io_fan.png
Scale: 4 px per um.
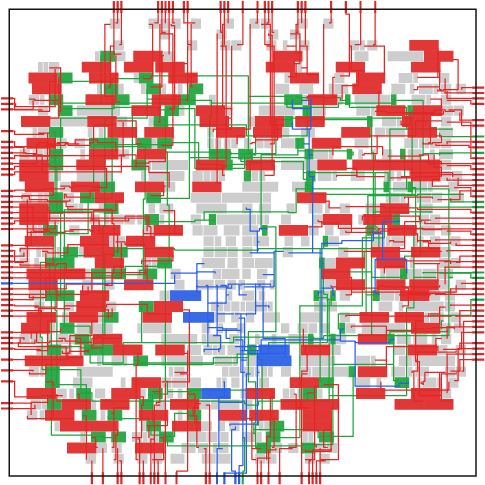
clocks.png
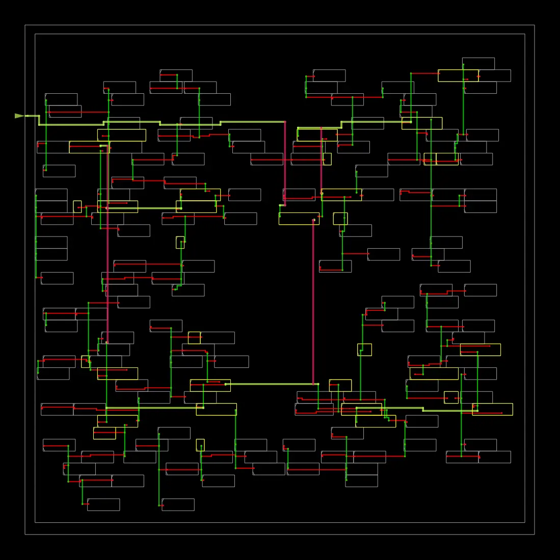
placement_by_type.png
Scale: 2 px per um.
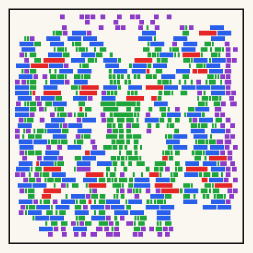
**config.mk**
```make
export PLATFORM = sky130hd
export DESIGN_NAME = lea_byte_to_block_packer
export DESIGN_NICKNAME = d
export VERILOG_FILES = /design/src/rtl/lea_byte_to_block_packer.sv
export SDC_FILE = /design/constraint.sdc
export NUM_CORES = 1
export LEC_CHECK = 0
export CAP_MARGIN = 0
export CORE_MARGIN = 2
export CORE_UTILIZATION = 43
export CTS_CLUSTER_SIZE = 10
export DETAILED_ROUTE_END_ITERATION = 8
export HOLD_SLACK_MARGIN = 0.12
export PLACE_DENSITY_LB_ADDON = 0.25
export SKIP_LAST_GASP = 1
export SLEW_MARGIN = 20
export SYNTH_ARGS = -nofsm -noshare
export SYNTH_HDL_FRONTEND = slang
export SYNTH_SLANG_ARGS = --single-unit
```
**constraint.sdc**
```tcl
create_clock -name clk -period 3 [get_ports clk]
set_clock_uncertainty 0.1 [all_clocks]
set_input_delay 0.3 -clock clk [delete_from_list [all_inputs] [get_ports clk]]
set_output_delay 0.3 -clock clk [all_outputs]
set_load 0.1 [all_outputs]
```
**src/rtl/lea_byte_to_block_packer.sv**
```systemverilog
// Byte-serial to 128-bit block assembler for the LEA datapath.
// Byte k of a block lands in dout[8k+7:8k]; the full block is held until the consumer takes it.
module lea_byte_to_block_packer #(
    parameter int NUM_BYTES = 16,
    parameter int BYTE_W    = 8
) (
    input  logic                        clk,
    input  logic                        rst_n,
    input  logic                        clear,
    input  logic [BYTE_W-1:0]           din,
    input  logic                        din_valid,
    output logic                        din_ready,
    output logic [NUM_BYTES*BYTE_W-1:0] dout,
    output logic                        dout_valid,
    input  logic                        dout_ready,
    output logic [4:0]                  byte_cnt
);

    typedef enum logic {
        FILL = 1'b0,
        HOLD = 1'b1
    } state_t;

    localparam int BLOCK_W = NUM_BYTES * BYTE_W;

    state_t             state_q, state_d;
    logic [4:0]         byte_cnt_q, byte_cnt_d;
    logic [BLOCK_W-1:0] dout_q, dout_d;
    logic [3:0]         lane_idx;

    assign lane_idx = byte_cnt_q[3:0];

    // Lanes are only ever written in order, so no zeroing is needed between blocks.
    always_comb begin
        state_d    = state_q;
        byte_cnt_d = byte_cnt_q;
        dout_d     = dout_q;
        if (clear) begin
            state_d    = FILL;
            byte_cnt_d = 5'd0;
            dout_d     = '0;
        end else begin
            case (state_q)
                FILL: begin
                    if (din_valid) begin
                        dout_d[32'(lane_idx)*BYTE_W +: BYTE_W] = din;
                        byte_cnt_d = byte_cnt_q + 5'd1;
                        if (byte_cnt_q == 5'(NUM_BYTES - 1)) begin
                            state_d = HOLD;
                        end
                    end
                end
                HOLD: begin
                    if (dout_ready) begin
                        state_d    = FILL;
                        byte_cnt_d = 5'd0;
                    end
                end
                default: begin
                    state_d    = FILL;
                    byte_cnt_d = 5'd0;
                end
            endcase
        end
    end

    always_ff @(posedge clk) begin
        if (!rst_n) begin
            state_q    <= FILL;
            byte_cnt_q <= 5'd0;
            dout_q     <= '0;
        end else begin
            state_q    <= state_d;
            byte_cnt_q <= byte_cnt_d;
            dout_q     <= dout_d;
        end
    end

    // Handshake outputs depend on registered state only.
    assign din_ready  = (state_q == FILL);
    assign dout_valid = (state_q == HOLD);
    assign dout       = dout_q;
    assign byte_cnt   = byte_cnt_q;

endmodule

```
==> results.sh <==
# physical design summary
export IMPL_run_status="finished clean"
export IMPL_drt_drc_violations_left=0
export IMPL_measured_slew_at_the_worst_slew_check_pin_ns=0.957
export IMPL_proportion_of_layout_cells_with_a_drive_suffix_above_1_pct=29.2
export IMPL_dpl_hpwl_um=10100
export IMPL_clock_transition_at_the_register_clock_pins_on_the_worst_setup_and_hold_paths_after_cts_ns=0.05
export IMPL_yosysCellCount=553
export IMPL_route_final_wire_length_um=14800
export IMPL_worst_setup_path_type="reg2reg"
export IMPL_cts_tree="done"
export IMPL_pwr_group_sequential_w=0.00179
export IMPL_cts_root_buf="sky130_fd_sc_hd__clkbuf_16"
export IMPL_grt_pass1_vias=4356
export IMPL_postLayoutSetupSlackWorst_ns=0.299
export IMPL_dr_first_iter_drc_count=269
export IMPL_final_cells=878
export IMPL_switching_share_of_total_power_pct=22.5
export IMPL_viasPerCell=5.10
export IMPL_wl_per_cell_um=16.9
export IMPL_timing_critical_path_slowest_cell_delay_ns=0.57
export IMPL_timing_final_crit_period_ns=2.70
export IMPL_timing_critical_path_fanout_max=14
export IMPL_combPwrFrac_pct=5.1
export IMPL_power_density_nw_per_um2=550
export IMPL_synthesis_instances=553
export IMPL_category_of_the_worst_setup_path_capture_point="register"
export IMPL_initial_utilization_pct=43.5
export IMPL_worst_setup_startpoint="byte_cnt[2]"
export IMPL_die_height_um=116
export IMPL_syn_to_final_growth_pct=35.4
export IMPL_detailed_place_area_um2=6750
export IMPL_die_w_um=116
export IMPL_drt_pass1_iter_count=4
export IMPL_timing_max_cap_violations=0
export IMPL_synth_chip_area_um2=5420
export IMPL_clockBufferDepth=2
export IMPL_ctsHoldBuffers=0
export IMPL_r2r_start="byte_cnt[2]"
export IMPL_power_combinational_w=0.000204
export IMPL_ys_seq_share_pct=49.5
export IMPL_enable_flop_cells=0
export IMPL_share_clk_of_total_power_pct=50.6
export IMPL_via_count=4476
export IMPL_cts_htree_levels=4
export IMPL_hold_path_startpoint="dout[124]"
Back to the opening pictures, io_fan.png:
colour	port	bits	direction	edge	end cells	buffers	wire
blue	`byte_cnt`	5	output	4 bottom, 1 left	5	6	661 um
green	`din`	8	input	7 right, 1 bottom	108	9	2,850 um
red	`dout`	128	output	41 left, 40 right, 25 top, 22 bottom	128	128	3,660 um
Buffers on Ports: 147
Top Ports: 148

Back to the opening pictures, clocks.png:
clock buffers created by TritonCTS: 17
clock network power consumption: 0.00204 W
Late-Pin Clk Latency: 0.41 ns

Back to the opening pictures, placement_by_type.png:
colour	class	cells	share of their area
red	clock drivers and dummy loads	32	8.3%
green	combinational and other logic	377	36%
blue	flops	134	38%
purple	other buffers and delay cells	163	18%
Seq/total area: 36.7%
Placement Rows: 41
final core utilization: 58.9%
core region area: 12,500 um2

==> cell usage after synthesis, types with 4 or more instances <==
| cell type | n | area (um2) |
|---|---|---|
| sky130_fd_sc_hd__a21oi_1 | 13 | 65.1 |
| sky130_fd_sc_hd__o21ai_0 | 10 | 50.1 |
| sky130_fd_sc_hd__ha_1 | 4 | 50.1 |
| sky130_fd_sc_hd__mux2i_1 | 111 | 1110 |
| sky130_fd_sc_hd__inv_1 | 7 | 26.3 |
| sky130_fd_sc_hd__clkbuf_1 | 31 | 116 |
| sky130_fd_sc_hd__nand2_1 | 61 | 229 |
| sky130_fd_sc_hd__nor2_1 | 77 | 289 |
| sky130_fd_sc_hd__nand2b_1 | 5 | 31.3 |
| sky130_fd_sc_hd__nand4_1 | 10 | 62.6 |
| sky130_fd_sc_hd__o211ai_1 | 8 | 60.1 |
| sky130_fd_sc_hd__nand3_1 | 16 | 80.1 |
| sky130_fd_sc_hd__buf_2 | 10 | 50.1 |
| sky130_fd_sc_hd__and3_1 | 4 | 25.0 |
| sky130_fd_sc_hd__o31ai_1 | 7 | 52.6 |
| sky130_fd_sc_hd__dfxtp_1 | 134 | 2680 |
==> cell usage in the layout, fill, tap and decap left out, drive strengths merged, types with 3 or more instances in the layout <==
| cell type | instances |
|---|---|
| a21o | 3 |
| o21ai | 11 |
| or3b | 3 |
| ha | 4 |
| dfxtp | 134 |
| and3 | 4 |
| nor3b | 4 |
| a21oi | 13 |
| clkinv | 7 |
| nand3 | 16 |
| o211ai | 8 |
| or2 | 3 |
| nand2 | 61 |
| nor2 | 79 |
| buf | 151 |
| nand3b | 3 |
| nand4 | 11 |
| clkbuf | 20 |
| nor2b | 3 |
| nand2b | 5 |
| mux2i | 111 |
| o31ai | 7 |
| inv | 8 |
| or3 | 4 |
| clkdlybuf4s50 | 12 |
==> worst paths after layout <==
path                                  end  slack (ns)  depth (start not counted)
worst max-delay path            dout[104]        0.30                          6
worst min-delay path            dout[124]        0.36                          2
worst max register to register  dout[104]        0.30                          6
worst min register to register  dout[124]        0.36                          2
==> metal layers <==
layer  track usage, %  routed length [um]
met5                0                   0
met4             6.03                 160
met3             7.73                1070
met2             36.0                6900
met1             28.9                6700
==> cell families after synthesis <==
logic type	count (synthesis)	synth area share, %
adder cells (fa/ha/maj)	4	0.923
AND/OR/NAND/NOR	202	17.8
XOR/XNOR	2	0.462
AND-OR/OR-AND	51	7.11
flip-flops	134	49.5
buffers and inverters	49	3.69
multiplexers	111	20.5
==> final cells by class <==
type / count / area share, %
clock buffer: 20 / 6.36
clock inverter: 12 / 1.72
inverter: 7 / 0.358
multi-input combinational: 370 / 34.7
sequential: 134 / 36.7
tap: 172 / 2.93
timing repair buffer: 163 / 17.3
==> state kept, by name (all words and copies together), names as in the netlist <==
signal / flops
byte_cnt: 5
dout_valid: 1
dout: 128
==> critical path: cells and delay by family (launching register included) <==
| kind | cells | cell delay (ns) |
|---|---|---|
| simple gates | 3 | 1.14 |
| flops | 1 | 0.49 |
| fa+ha+maj | 1 | 0.32 |
| compound gates | 1 | 0.31 |
| mux | 1 | 0.20 |
Power is estimated from default activity; no workload was simulated.
